==> config.mk <==
export PLATFORM = sky130hd
export DESIGN_NAME = exp_taylor_engine_flat
export DESIGN_NICKNAME = d
export VERILOG_FILES = /design/src/rtl/exp_taylor_engine_if.sv /design/src/rtl/exp_taylor_engine.sv /design/src/flat_wrapper.sv
export SDC_FILE = /design/constraint.sdc
export NUM_CORES = 1
export LEC_CHECK = 0
export CAP_MARGIN = 25
export CORE_MARGIN = 10
export CORE_UTILIZATION = 35
export DETAILED_ROUTE_END_ITERATION = 10
export PLACE_DENSITY = 0.58
export RECOVER_POWER = 25
export REMOVE_ABC_BUFFERS = 1
export SETUP_SLACK_MARGIN = 0.02
export SYNTH_ARGS = -nofsm -noshare
export SYNTH_HDL_FRONTEND = slang
export SYNTH_SLANG_ARGS = --single-unit
export TNS_END_PERCENT = 20
==> constraint.sdc <==
create_clock -name clk -period 6.2 [get_ports clk]
set_input_delay 1.24 -clock clk [delete_from_list [all_inputs] [get_ports clk]]
set_output_delay 1.24 -clock clk [all_outputs]
set_load 0.01 [all_outputs]
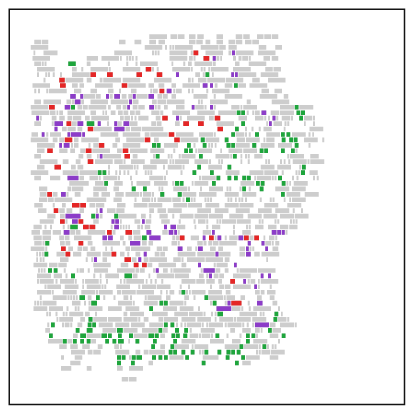
**Above:** logic cells by family.
(2 px per µm)
Green shows AND and OR gates, cells 156, most used and2_1. Purple shows inverting AOI/OAI gates, cells 91, most used o21ai_0. Red shows AND-OR and OR-AND gates, cells 53, most used a22o_1.
most frequent logic cell in the layout: inv_1
Comb/total area: 0.630

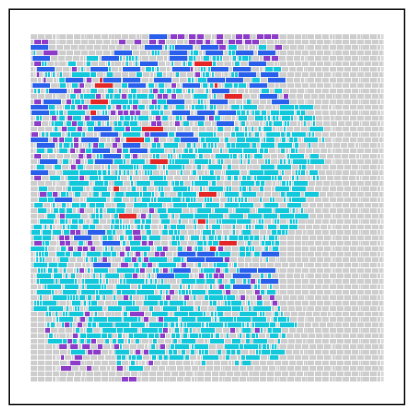
**Above:** placement by cell class.
(2 px per µm) Fill, decap, tap and diode cells in grey.
Cyan shows all other logic, cells 1049. Blue shows flip-flops, cells 81. Red shows clock drivers and dummy loads, cells 16. Purple shows other buffers and delay cells, cells 183.
Layout Utilization: 0.443
Core Region: 0.0307 mm²

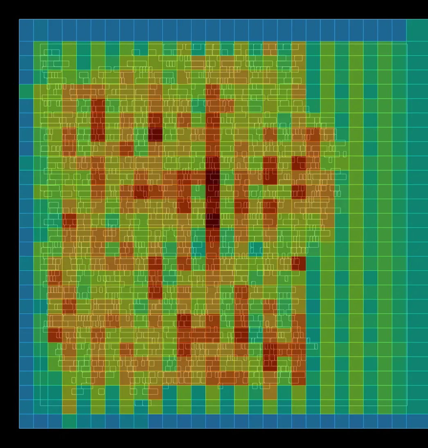
**Above:** routing congestion map.
met1 GRT Util: 0.169
GR Util met3: 0.0152

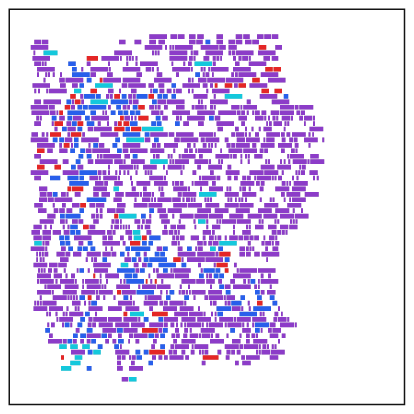
**Above:** drive-strength map.
(2 px per µm)
Red shows drive 2, cells 56, share 4.2%, most used mux2_2. Purple shows drive 1 or less, cells 1075, share 81%, most used inv_1. Cyan shows drive 6 and up, cells 28, share 2.1%, most used buf_6. Blue shows drive 3 to 4, cells 170, share 13%, most used buf_4.
Design Area, Final: 0.0136 mm²
Area Growth Syn to Fin: 24.5%

==> flow_metrics.tcl <==
# place-and-route summary
set metrics [dict create \
    die_h_um 197 \
    grt_pass1_vias 9410 \
    gp_congestion 0.838 \
    drc 0 \
    worst_pin_slew_ns 2.06 \
    cp_slowest_cell "fa_1" \
    antenna_found_initial 0 \
    ys_types 52 \
    path_class "in2reg" \
    drive_gt1_frac 0.191 \
    synthCells 1174 \
    fin_worst_skew_ns 0.0112 \
    synthAoiAreaFrac 0.0890 \
    final_hold_viol_count 0 \
    rsz0062_at_grt "yes" \
    hold_path_depth 2 \
    dp_worst_setup_slack_ns -1.67 \
    setup_viol 12 \
    hold_class "reg2reg" \
    ys_seq_share 0.185 \
    synthArstFlopShare 1.00 \
    crit_fanout 4 \
    clk_path_buf_depth 2 \
    grt_use_total 0.142 \
    maxCapViolCount 2 \
    worst_slack_ns -0.427 \
    slowest_delay_ns 0.56 \
    fmax_ghz 0.151 \
    xor_share 0.0356 \
    warnings 36 \
    grt_pass1_wl_um 45700 \
    worstPathArrival_ns 6.87 \
    slew_headroom -0.376 \
    vias_per_cell 4.87 \
    nNetsFinal 1617 \
    clock_latency_ns 0.36 \
    fin_cells 1725 \
    mostFrequentLayoutCells "179 x inv_1, 172 x nand2_1, 163 x fa_1" \
    place_inst 1692 \
    initial_core_util 0.356 \
    synthSimpleGateAreaFrac 0.182 \
    num_rows 64 \
    clkTransAtPathRegs_ns 0.07 \
    die_w_um 197 \
    grt-ovfl-total 0 \
    holdBufCountCts 0 \
    timing.final.crit_share 1.07 \
    synthAdderAreaFrac 0.418 \
    wire_per_inst_um 15.0 \
    drv_slew 70 \
    ys_cells 1174 \
    mappedNetlistArea_mm2 0.0110 \
    outcome "finished with violations" \
    drt-pass1-iter-count 4 \
    die_area_mm2 0.0388 \
    synth-area-yosys_mm2 0.0110 \
    synth_flops 81 \
    cts_made_buffers 9 \
    vias 8396 \
    end_kind "register" \
    flop_cell "dfrtp_1" \
    place_area_mm2 0.0126 \
    ys_sh_mux 0.0127 \
    cpMostUsedCell "fa_1" \
    ys_top_logic_family "adder cells" \
    htreeDepth 3 \
    io_pins 52 \
    grt_max_degree 78 \
    cts_tree "built" \
    postRouteAntennaNets 0 \
    failed_checks "capacitance limit, slew limit, setup timing" \
    cts_root_buffer "clkbuf_16" \
    drt_iter0_drc 334 \
    wl_um 25900 \
    required_ns 6.45 \
    min_period_ns 6.63 \
    place_hpwl_um 20600 \
]
[repair_timing]
action / CTS / global route
setup buffers: 12 / 4
endpoints found under the setup margin: 25 / 22
pin swaps: 61 / 34
gates resized: 109 / 39
[metrics by stage]
step                      TNS [ns]  hold WS (ns)
after detailed placement    -28.87         0.466
after CTS                    -2.80         0.485
final                        -2.79         0.477
after global placement      -26.22         0.461
after floorplan              -3.42         0.445
after global routing         -6.81         0.511
[critical path, delay by kind of cell]
family                     cells  cell delay (ns)
xor gates and xnor gates       3             0.58
muxes                          1             0.27
adders and majority gates      6             2.53
and+or+nand+nor                3             0.36
AOI/OAI and AO/OA              8             1.44
buffers and inverters          5             0.46
[metal layers]
layer	share of wire	GRT usage
met3	0.019	0.0152
met1	0.42	0.169
met2	0.54	0.266
met5	0	0
met4	0.021	0.0385
[area by class of cell]
class                   count  area [µm²]
fillers                  3021       17100
multi-input cells         867        8590
flip-flops and latches     81        2030
repair buffers            183        1530
inverters                 182         683
well taps                 396         495
clock buffers               9         225
clock inverters             7        77.6
[Yosys cell counts (8+ instances only)]
cell type    n  area [µm²]
nor3_1       9        45.0
inv_1      182         683
xnor2_1     28         245
nor2_1      27         101
dfrtp_1     81        2030
a21oi_1     26         130
clkbuf_1    40         150
xor2_1      14         123
nor2b_1      8        50.1
and2_1     146         913
a22o_1      23         201
mux2_2      11         124
ha_1        99        1240
fa_1       167        3340
a21o_1      13        97.6
nand3_1     13        65.1
nand2_1    176         661
o21ai_0     36         180
